`config.mk`:
```
export PLATFORM = sky130hd
export DESIGN_NAME = uart_tx_sched_flat
export DESIGN_NICKNAME = d
export VERILOG_FILES = /design/src/rtl/uart_pkg.sv /design/src/rtl/uart_tx_sched_if.sv /design/src/rtl/rr_pick.sv /design/src/rtl/uart_tx_sched.sv /design/src/flat_wrapper.sv
export SDC_FILE = /design/constraint.sdc
export NUM_CORES = 1
export LEC_CHECK = 0
export ABC_CLOCK_PERIOD_IN_PS = 6050
export CORE_MARGIN = 2
export CORE_UTILIZATION = 40
export DETAILED_ROUTE_END_ITERATION = 10
export PLACE_DENSITY = 0.63
export RECOVER_POWER = 50
export SYNTH_ARGS = -nofsm -noshare
export SYNTH_HDL_FRONTEND = slang
export SYNTH_SLANG_ARGS = --single-unit
```
`constraint.sdc`:
```
create_clock -name clk -period 6.05 [get_ports clk]
set_input_delay 0.9075 -clock clk [delete_from_list [all_inputs] [get_ports clk]]
set_output_delay 0.9075 -clock clk [all_outputs]
set_load 0.1 [all_outputs]
```
`src/rtl/uart_pkg.sv`:
```
// Shared types for the UART transmit scheduler.
// State encoding, byte/frame widths, clog2 helper.
package uart_pkg;

  localparam int UART_DATA_W     = 8;
  localparam int UART_FRAME_BITS = 10;

  typedef enum logic [2:0] {
    IDLE,
    GRANT,
    START,
    WAIT_DONE,
    GAP
  } sched_state_e;

  function automatic int clog2(input int v);
    int r;
    r = 0;
    for (int i = 0; i < 31; i++)
      if ((1 << i) < v) r = i + 1;
    return r;
  endfunction

endpackage

```
`src/rtl/uart_tx_sched_if.sv`:
```
// Requester handshake plus transmitter launch/done bundle.
// master: sources/transmitter side, slave: scheduler side.
interface uart_tx_sched_if #(
  parameter int NREQ = 4
);
  import uart_pkg::*;

  logic [NREQ-1:0]             req_valid;
  logic [UART_DATA_W*NREQ-1:0] req_data;
  logic [NREQ-1:0]             req_ready;
  logic                        tx_start;
  logic [UART_DATA_W-1:0]      tx_data;
  logic                        tx_done;

  modport master (
    output req_valid,
    output req_data,
    output tx_done,
    input  req_ready,
    input  tx_start,
    input  tx_data
  );

  modport slave (
    input  req_valid,
    input  req_data,
    input  tx_done,
    output req_ready,
    output tx_start,
    output tx_data
  );

endinterface

```
`src/rtl/rr_pick.sv`:
```
// Combinational round-robin picker.
// Ports: req (request bits), last (previous grant) -> any_req, winner.
module rr_pick
  import uart_pkg::*;
#(
  parameter int  NREQ = 4,
  localparam int IW   = clog2(NREQ)
) (
  input  logic [NREQ-1:0] req,
  input  logic [IW-1:0]   last,
  output logic            any_req,
  output logic [IW-1:0]   winner
);

  logic [IW-1:0] idx;

  // Walk offsets from farthest to nearest so the nearest
  // asserted index after last is the one left standing.
  always_comb begin
    any_req = |req;
    winner  = last;
    idx     = '0;
    for (int k = NREQ; k >= 1; k--) begin
      idx = IW'((int'(last) + k) % NREQ);
      if (req[idx]) winner = idx;
    end
  end

endmodule

```
`src/rtl/uart_tx_sched.sv`:
```
// Round-robin scheduler sharing one UART transmitter among NREQ sources.
// Ports: clk, rst, bus (slave), grant_id, busy, timeout_err.
module uart_tx_sched
  import uart_pkg::*;
#(
  parameter int  NREQ           = 4,
  parameter int  GAP_CYCLES     = 16,
  parameter int  TIMEOUT_CYCLES = 600000,
  localparam int IW             = clog2(NREQ)
) (
  input  logic           clk,
  input  logic           rst,
  uart_tx_sched_if.slave bus,
  output logic [IW-1:0]  grant_id,
  output logic           busy,
  output logic           timeout_err
);

  // A watchdog shorter than one frame can never be met.
  localparam int TMO =
    (TIMEOUT_CYCLES < UART_FRAME_BITS) ?
    UART_FRAME_BITS : TIMEOUT_CYCLES;
  localparam int WW = clog2(TMO + 1);
  localparam int GW = clog2(GAP_CYCLES + 1);
  localparam logic [WW-1:0] WD_LAST = WW'(TMO - 1);
  localparam logic [GW-1:0] GAP_LAST = GW'(GAP_CYCLES - 1);

  sched_state_e state_q;
  sched_state_e state_d;

  logic [IW-1:0]          grant_d;
  logic [NREQ-1:0]        ready_q;
  logic [NREQ-1:0]        ready_d;
  logic                   start_q;
  logic                   start_d;
  logic [UART_DATA_W-1:0] data_q;
  logic [UART_DATA_W-1:0] data_d;
  logic                   terr_d;
  logic                   busy_d;
  logic [WW-1:0]          wd_q;
  logic [WW-1:0]          wd_d;
  logic [WW-1:0]          wd_nxt;
  logic [GW-1:0]          gap_q;
  logic [GW-1:0]          gap_d;
  logic                   any_req;
  logic [IW-1:0]          pick;

  logic [UART_DATA_W-1:0] lane [NREQ];

  for (genvar i = 0; i < NREQ; i++) begin : g_lane
    assign lane[i] =
      bus.req_data[i*UART_DATA_W +: UART_DATA_W];
  end

  rr_pick #(
    .NREQ (NREQ)
  ) u_pick (
    .req     (bus.req_valid),
    .last    (grant_id),
    .any_req (any_req),
    .winner  (pick)
  );

  assign bus.req_ready = ready_q;
  assign bus.tx_start  = start_q;
  assign bus.tx_data   = data_q;

  // Every output is a register, so the next-state logic
  // also produces the next value of each output.
  always_comb begin
    state_d = state_q;
    grant_d = grant_id;
    ready_d = '0;
    start_d = 1'b0;
    data_d  = data_q;
    terr_d  = 1'b0;
    wd_d    = wd_q;
    gap_d   = gap_q;
    wd_nxt  = wd_q + WW'(1);
    unique case (state_q)
      IDLE: begin
        if (any_req) begin
          state_d       = GRANT;
          grant_d       = pick;
          ready_d[pick] = 1'b1;
        end
      end
      GRANT: begin
        data_d  = lane[grant_id];
        start_d = 1'b1;
        state_d = START;
      end
      START: begin
        wd_d    = '0;
        state_d = WAIT_DONE;
      end
      WAIT_DONE: begin
        wd_d = wd_nxt;
        // A completing frame beats a simultaneous expiry.
        if (bus.tx_done) begin
          state_d = GAP;
          gap_d   = '0;
        end else if (wd_nxt == WD_LAST) begin
          terr_d  = 1'b1;
          state_d = GAP;
          gap_d   = '0;
        end
      end
      GAP: begin
        if (gap_q == GAP_LAST) state_d = IDLE;
        else gap_d = gap_q + GW'(1);
      end
      default: state_d = IDLE;
    endcase
    busy_d = (state_d != IDLE);
  end

  always_ff @(posedge clk or posedge rst) begin
    if (rst) begin
      state_q     <= IDLE;
      grant_id    <= IW'(NREQ - 1);
      ready_q     <= '0;
      start_q     <= 1'b0;
      data_q      <= '0;
      busy        <= 1'b0;
      timeout_err <= 1'b0;
      wd_q        <= '0;
      gap_q       <= '0;
    end else begin
      state_q     <= state_d;
      grant_id    <= grant_d;
      ready_q     <= ready_d;
      start_q     <= start_d;
      data_q      <= data_d;
      busy        <= busy_d;
      timeout_err <= terr_d;
      wd_q        <= wd_d;
      gap_q       <= gap_d;
    end
  end

endmodule

```
`src/flat_wrapper.sv`:
```
// flat-port wrapper written by rule: the top's interface ports become plain ports
module uart_tx_sched_flat import uart_pkg::*;
#(
  parameter int  NREQ           = 4,
  parameter int  GAP_CYCLES     = 16,
  parameter int  TIMEOUT_CYCLES = 600000,
  localparam int IW             = clog2(NREQ)
)
  (clk, rst, grant_id, busy, timeout_err, bus_req_valid, bus_req_data, bus_tx_done, bus_req_ready, bus_tx_start, bus_tx_data);
  uart_tx_sched_if #(.NREQ(NREQ)) bus_i ();
  input  logic clk;
  input  logic rst;
  output logic [IW-1:0] grant_id;
  output logic busy;
  output logic timeout_err;
  input wire logic [$bits(bus_i.req_valid)-1:0] bus_req_valid;
  input wire logic [$bits(bus_i.req_data)-1:0] bus_req_data;
  input wire logic [$bits(bus_i.tx_done)-1:0] bus_tx_done;
  output wire logic [$bits(bus_i.req_ready)-1:0] bus_req_ready;
  output wire logic [$bits(bus_i.tx_start)-1:0] bus_tx_start;
  output wire logic [$bits(bus_i.tx_data)-1:0] bus_tx_data;
  assign bus_i.req_valid = bus_req_valid;
  assign bus_i.req_data = bus_req_data;
  assign bus_i.tx_done = bus_tx_done;
  assign bus_req_ready = bus_i.req_ready;
  assign bus_tx_start = bus_i.tx_start;
  assign bus_tx_data = bus_i.tx_data;
  uart_tx_sched #(.NREQ(NREQ), .GAP_CYCLES(GAP_CYCLES), .TIMEOUT_CYCLES(TIMEOUT_CYCLES)) u_core (.clk(clk), .rst(rst), .bus(bus_i), .grant_id(grant_id), .busy(busy), .timeout_err(timeout_err));
endmodule
```
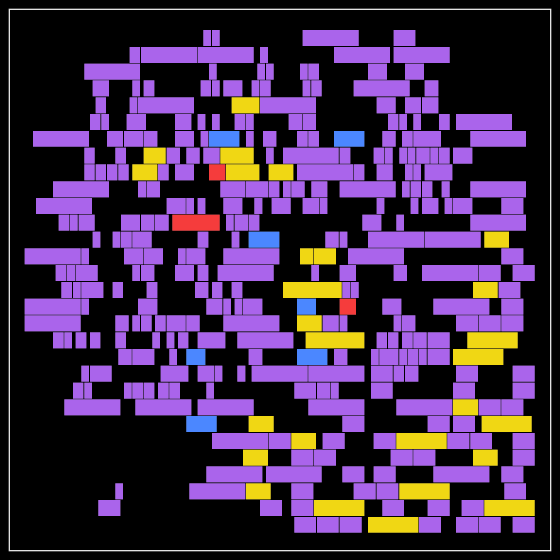
(run_1/sizes.png)
legend:
  _6 and larger:
    color: blue
    cells: 7
  _3 and _4 cells:
    color: red
    cells: 3
  _0 and _1 cells:
    color: purple
    cells: 305
  _2 cells:
    color: yellow
    cells: 27

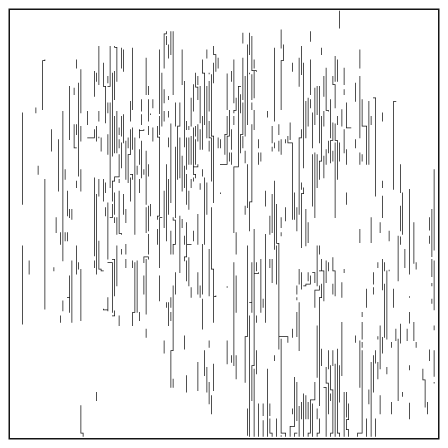
(run_1/layer_met2.png)
longest straight run: 30.6 um
nets with wire on the layer: 319
share of all routed wire: 45%
main direction: vertical

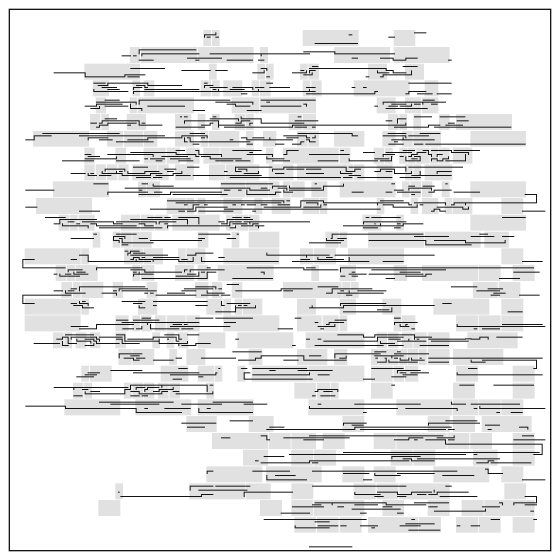
(run_1/layer_met1.png)
Cells faint in the background.
longest straight run: 31.7 um
wire length on this layer: 3280 um
main direction: horizontal
nets with wire on the layer: 345

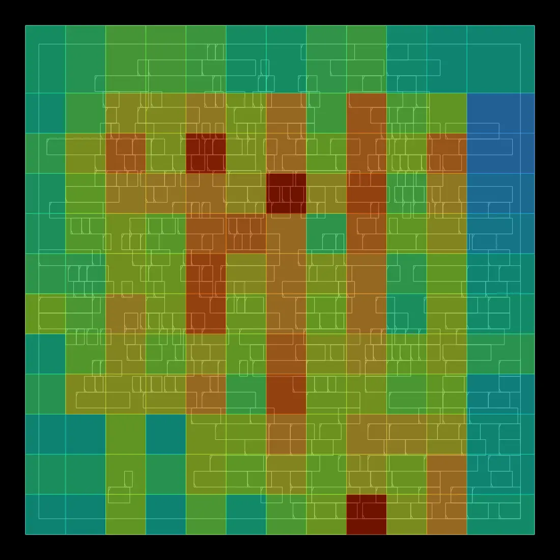
(run_1/congestion.png)
busiest grt layer: met2
global-route track usage on met1: 25.8%
final core utilization: 51.0%

==> impl_metrics.yaml, run 1 <==
# physical design summary
status:
  run_status: "complete, but fails checks"
  failed_checks: "capacitance limit, slew limit"
min_path:
  hold_class: "reg -> reg"
  min_path_cells: 1
setup_path:
  worstSetupPathType: "reg -> out"
  timing.critical_path.fanout_max: 13
  delay_contributed_by_the_slowest_stage_of_the_critical_path_ns: 1.21
  crit_path_top_delay_cell: "sky130_fd_sc_hd__clkdlybuf4s50_1"
  worst-r2r-cell-count: 6
  setup.reg_to_reg.worst_slack_ns: 3.24
  critPathBufInv: 1
  end_kind: "primary output"
  timing.critical_path.max_delay_family: "buffers and inverters"
  worst_ep_required_time_ns: 5.14
sta:
  fin_hold_ws_ns: 0.509
  max-slew-margin-rel_pct: -15.2
  fin_tns_setup_ns: 0
  layout_min_cycle_time_ns: 3.19
  rsz0062_at_grt: "false"
  maxClockFrequency_mhz: 313
  setup-violations-final: 0
  finalMaxSlewViolations: 46
logic_synthesis:
  synth.net_count: 339
  synth.avg_cell_area_um2: 9.43
  yosys-stat-area_um2: 2790
  post-synth-top-area-fraction_pct: 38.6
  edf_count: 0
  synth-async-reset-ratio_pct: 100
  seq_area_frac_synth_pct: 40.4
  yosys-stat-cells: 296
  postSynthRegisterBits: 45
  yosysWarningCount: 0
  postSynthCellCount: 296
  ys.flop_type: "sky130_fd_sc_hd__dfrtp_1"
  synth_area_um2: 2790
route:
  via_count: 2360
  wl_met3_um: 308
  detail_route.drc_violations: 0
  detail_route.vias_per_cell: 5.59
  length_of_the_first_detailed_routing_pass_in_iterations: 4
  routedWlPerCell_um: 15.9
  top_layer_used: "met4"
  totalWireLength_mm: 6.71
pwr:
  worst_ir_drop_vdd_mv: 0.183
layout:
  insertedDiodeCount: 0
  finalInstanceArea_um2: 3440
  finish.net_count: 384
clocking:
  cts_made_buffers: 5
  htree_num_levels: 2
  late_pin_clk_latency_ns: 0.31
  cts-resized-gates: 0
  maximum_clock_insertion_buffer_count: 2
  cts_num_sinks: 45
  tritoncts: "built"
die:
  placeableCoreArea_um2: 6760
  floorplan.core_util_pct: 41.3
  ios: 56
  chipArea_um2: 7660
  row_count: 30
  die.size.x_um: 87.5
grt:
  first_global_vias: 2333
  globalRoute.totalOverflow: 0
  antenna_found_initial: 0
  grt_util_all_layers_pct: 18.8
  grt_first_pass_wirelength_mm: 11.3
job:
  maxCapViolCount: 1
[run 1: placed cells by master (no fill, tap or decap), drive strengths merged, types with 2 or more instances in the layout]
| cell | n |
|---|---|
| clkdlybuf4s50 | 54 |
| nor4 | 2 |
| nor2 | 32 |
| xor2 | 3 |
| dfstp | 2 |
| and3 | 4 |
| o2111ai | 2 |
| a21oi | 12 |
| nand4 | 7 |
| a31o | 2 |
| dfrtp | 43 |
| o21ai | 28 |
| nand3b | 2 |
| a2bb2oi | 2 |
| o31ai | 7 |
| ha | 4 |
| and4 | 6 |
| mux2i | 5 |
| mux2 | 11 |
| nand3 | 8 |
| nor3 | 9 |
| nand2 | 34 |
| a21o | 2 |
| o22ai | 2 |
| nor2b | 4 |
| nand2b | 7 |
| mux4 | 8 |
| clkbuf | 6 |
| nor4b | 3 |
| inv | 8 |
[run 1: state kept, by name, indices dropped and copies added, names as in the netlist]
register,flops
u_core.bus.tx_data,8
u_core.bus.tx_start,1
u_core.bus.req_ready,4
u_core.gap_q,5
u_core.grant_id,2
u_core.timeout_err,1
u_core.wd_q,20
u_core.state_q,3
u_core.busy,1
[run 1: path summary, 6_finish.rpt]
check,endpoint,start
setup / recovery,grant_id[0],u_core.grant_id[0]
hold / removal,u_core.bus.tx_data[7],u_core.bus.tx_data[7]
setup reg to reg,u_core.gap_q[3],u_core.state_q[2]
hold reg to reg,u_core.bus.tx_data[7],u_core.bus.tx_data[7]
max in group asynchronous,u_core.wd_q[6],rst
min in group asynchronous,u_core.bus.tx_data[6],rst
[run 1: per-layer routing]
metal / vias up / GRT usage [%]
li1: 1172 / -
met1: 1121 / 25.8
met2: 57 / 30.3
met3: 10 / 3.41
met4: 0 / 5.73
met5: - / 0
[run 1: final cells by class]
cell class                      count  area [um^2]
Timing Repair Buffer               57          562
Tap cell                           80          100
Clock buffer                        5         68.8
Sequential cell                    45         1130
Multi-Input combinational cell    225         1530
Inverter                            7         26.3
Clock inverter                      3         25.0
Fill cell                         627         3310
[run 1: cell usage after synthesis, drive strengths merged, types with 2 or more instances]
cell type	count
nor4	2
mux2i	5
clkbuf	5
and4	6
o22ai	2
nand2b	7
a2bb2oi	2
nor2b	4
mux2	11
o2111ai	2
nor3	9
a21oi	12
nand2	34
nor2	32
nand4	7
a31o	2
buf	14
ha	4
nand3	8
a21o	2
nand3b	2
dfstp	2
o21ai	28
and3	4
mux4	8
xor2	3
o31ai	7
dfrtp	43
inv	6
nor4b	3
[run 1: through the flow]
step | power, uW | setup slack, ns
after detailed placement | 1350 | 3.18
after floorplan | 1130 | 3.71
final | 1530 | 2.86
after global placement | 1330 | 3.20
after global routing | 1630 | 2.77
after CTS | 1560 | 2.83
[run 1: logic make-up after synthesis]
logic type | after synthesis | synth area share [%]
buffers and inverters | 26 | 4.57
adders and majority gates | 4 | 1.79
xor gates and xnor gates | 4 | 1.26
AOI/OAI and AO/OA | 70 | 16.1
DFF | 45 | 40.4
muxes | 24 | 12.7
and+or+nand+nor | 123 | 23.1
[run 1: power by group]
group          switching (uW)  internal [uW]
Clock                     119           84.4
Sequential                108            381
Combinational             569            274
Total                     795            740
==> run_1/cell_density.png <==
Bar = 20 um. 9 x 9 tiles, from dark blue (low) to red (high), 0 to 100% covered.
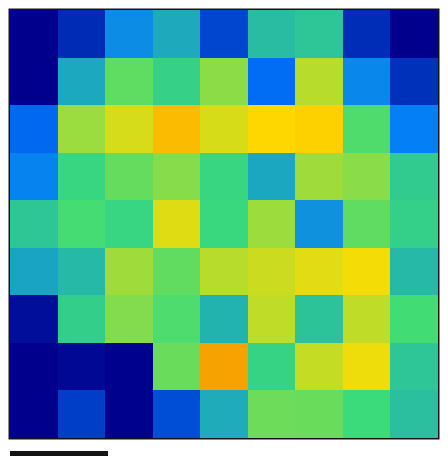

--- run 2 (diff from run 1) ---
Settings changed: ABC_CLOCK_PERIOD_IN_PS 6050 to 3000.
Clock period 6.05 ns to 3 ns, I/O delays scaled along.
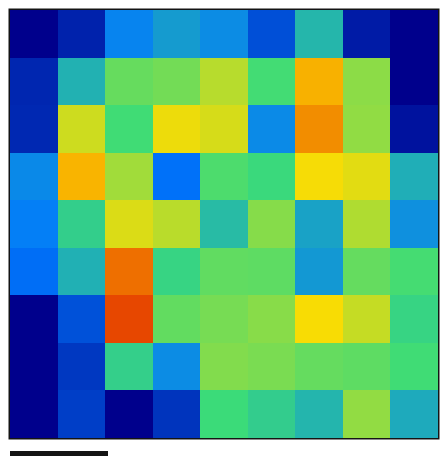
(run_2/cell_density.png)
Bar = 20 um. 9 x 9 tiles, from dark blue (low) to red (high), 0 to 100% covered.
fullest tile: 92%
emptiest ninth of the die: bottom left
tiles over 75% full: 6.2%
nearly empty tiles: 8.6%
mean over tiles: 43%

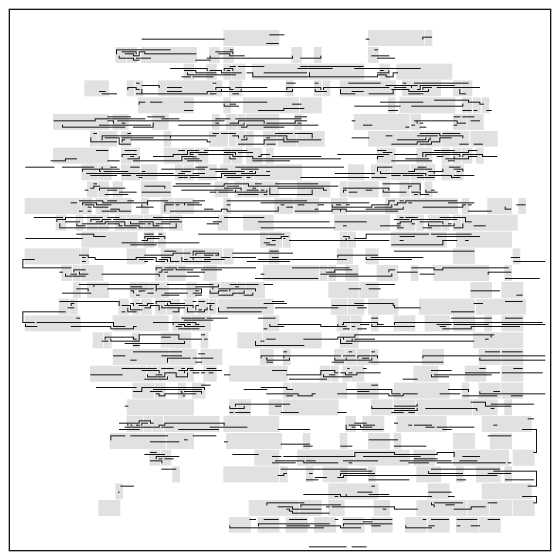
(run_2/layer_met1.png)
Cells faint in the background.
wire length on this layer: 3230 um
share of all routed wire: 48%
longest straight run: 24.8 um
main direction: horizontal
nets with wire on the layer: 352

==> run 2 against run 1 <==
Worst hold slack barely moved. Critical path type is now reg -> reg. Critical endpoint is now u_core.gap_q[4]. Sequential cell count did not move. Wire length rose by 0.33%. Synthesized area did not move. Die size did not move. First-iteration DRC count fell by 22%. The run still ends with capacitance limit, slew limit left. Synthesized cell count did not move. Non-clock buffer count rose by 4. Register-to-register slack got worse by 2.8 ns.
==> impl_metrics.yaml, run 2 <==
# physical design summary
pwr:
  worst_ir_drop_vdd_mv: 0.304
  power_per_cell_area_nw_per_um2: 909
  leakagePower_uw: 0.00137
sta:
  setup-violations-final: 0
  rsz0062_at_grt: "false"
  tightestPinTransition_ns: 1.71
  finalMaxSlewViolations: 46
  max-slew-margin-rel_pct: -13.9
  layout_min_cycle_time_ns: 2.52
  maxClockFrequency_mhz: 397
  fin_tns_setup_ns: 0
min_path:
  hold_class: "reg -> reg"
logic_synthesis:
  ys.flop_type: "sky130_fd_sc_hd__dfrtp_1"
  yosys-stat-cells: 296
  yosysWarningCount: 0
  edf_count: 0
  synth.avg_cell_area_um2: 9.43
  synth_area_um2: 2790
  yosys.cell_count.top_type: "sky130_fd_sc_hd__dfrtp_1"
  seq_area_frac_synth_pct: 40.4
  post-synth-top-area-fraction_pct: 38.6
  yosysTopAreaCell: "sky130_fd_sc_hd__dfrtp_1"
  postSynthRegisterBits: 45
  postSynthCellCount: 296
  yosys-stat-area_um2: 2790
  synth-async-reset-ratio_pct: 100
  yosys-top-cells-count: "sky130_fd_sc_hd__dfrtp_1, sky130_fd_sc_hd__nand2_1, sky130_fd_sc_hd__nor2_1"
  synth.net_count: 339
clocking:
  cts_setup_buffers: 0
  cts_num_sinks: 45
  htree_num_levels: 2
  cts-resized-gates: 0
  cts_made_buffers: 5
  tritoncts: "built"
  maximum_clock_insertion_buffer_count: 2
  late_pin_clk_latency_ns: 0.30
  worst_setup_hold_path_clk_slew_ns: 0.09
grt:
  first_global_vias: 2281
  grt_start_max_net_pins: 46
  grt_first_pass_wirelength_mm: 11.3
  antenna_found_initial: 0
  grt_util_all_layers_pct: 18.8
  globalRoute.totalOverflow: 0
job:
  log.warning_count: 27
  maxCapViolCount: 1
route:
  totalWireLength_mm: 6.73
  via_count: 2377
  length_of_the_first_detailed_routing_pass_in_iterations: 4
  routedWlPerCell_um: 15.8
  route.antenna.remaining_nets: 0
  detail_route.drc_violations: 0
  detail_route.vias_per_cell: 5.58
  drt_iter0_drc: 114
status:
  run_status: "complete, but fails checks"
  failed_checks: "capacitance limit, slew limit"
die:
  chipArea_um2: 7660
  floorplan.core_util_pct: 41.3
  placeableCoreArea_um2: 6760
  ios: 56
  die.size.x_um: 87.5
  chipHeight_um: 87.5
  row_count: 30
setup_path:
  timing.critical_path.max_delay_family: "simple AND/OR/NAND/NOR gates"
  timing.critical_path.cells: "ha_1 > and3_1 > and4_1 > mux2i_1 > nor4b_2 > o2111ai_2 > a31o_1"
  end_kind: "flop"
  critPathBufInv: 0
  crit_path_top_delay_cell: "sky130_fd_sc_hd__dfrtp_1"
  delay_contributed_by_the_slowest_stage_of_the_critical_path_ns: 0.45
  worst_ep_required_time_ns: 3.19
  worstSetupPathType: "reg -> reg"
  timing.critical_path.fanout_max: 7
layout:
  final_cell_mix: "sky130_fd_sc_hd__dfrtp_1, sky130_fd_sc_hd__clkdlybuf4s50_1, sky130_fd_sc_hd__nand2_1"
  insertedDiodeCount: 0
  largest_register_ffs: 20
  finish.net_count: 388
  lay_top_count: "sky130_fd_sc_hd__dfrtp_1"
  largest_register: "u_core.wd_q"
place:
  io_buffers: 55
run 2: area by class of cell:
| cell class | count | area (um^2) |
|---|---|---|
| Tap cell | 80 | 100 |
| Timing Repair Buffer | 61 | 489 |
| Inverter | 7 | 26.3 |
| Clock inverter | 2 | 37.5 |
| Clock buffer | 6 | 82.6 |
| Sequential cell | 45 | 1130 |
| Multi-Input combinational cell | 225 | 1530 |
| Fill cell | 625 | 3360 |
run 2: cell families (layout without fill, tap and decap cells):
group | Yosys count | in the layout | share of synthesized area, %
AOI/OAI and AO/OA | 70 | 70 | 16.1
xor gates and xnor gates | 4 | 4 | 1.26
adders and majority gates | 4 | 4 | 1.79
buffers and inverters | 26 | 76 | 4.57
DFF | 45 | 45 | 40.4
muxes | 24 | 24 | 12.7
and+or+nand+nor | 123 | 123 | 23.1
run 2: per-layer routing:
metal | up-vias | global-route usage [%] | part of all wire, %
met5 | - | 0 | 0
met4 | 0 | 4.48 | 0.94
met3 | 6 | 3.98 | 5.0
met2 | 61 | 30.2 | 46
met1 | 1127 | 26.1 | 48
li1 | 1183 | - | -
run 2: where the power goes:
group,switching [uW],internal [uW]
combinational,1150,477
clock,205,271
sequential,218,768
total,1570,1520
run 2: path summary, 6_finish.rpt:
path | cells past startpoint | slack, ns | startpoint | to
min in group asynchronous | 2 | 1.12 | rst | u_core.wd_q[1]
max in group asynchronous | 2 | 0.86 | rst | u_core.wd_q[3]
worst max register to register | 7 | 0.48 | u_core.wd_q[1] | u_core.gap_q[4]
worst min-delay path | 1 | 0.51 | u_core.bus.tx_data[3] | u_core.bus.tx_data[3]
worst min register to register | 1 | 0.51 | u_core.bus.tx_data[3] | u_core.bus.tx_data[3]
worst max-delay path | 7 | 0.48 | u_core.wd_q[1] | u_core.gap_q[4]
run 2: through the flow:
step / power (uW) / worst slack [ns] / hold slack [ns] / utilization [%] / area [um^2]
5_1_grt: 3290 / 0.329 / 0.539 / 50.3 / 3400
6_report: 3090 / 0.481 / 0.509 / 50.3 / 3400
4_1_cts: 3210 / 0.522 / 0.516 / 51.2 / 3460
2_1_floorplan: 2280 / 0.689 / 0.473 / - / 2790
3_3_place_gp: 2700 / 0.680 / 0.493 / 49.5 / 3340
3_5_place_dp: 2720 / 0.558 / 0.496 / 49.5 / 3340
Power and IR drop assume default switching activity.
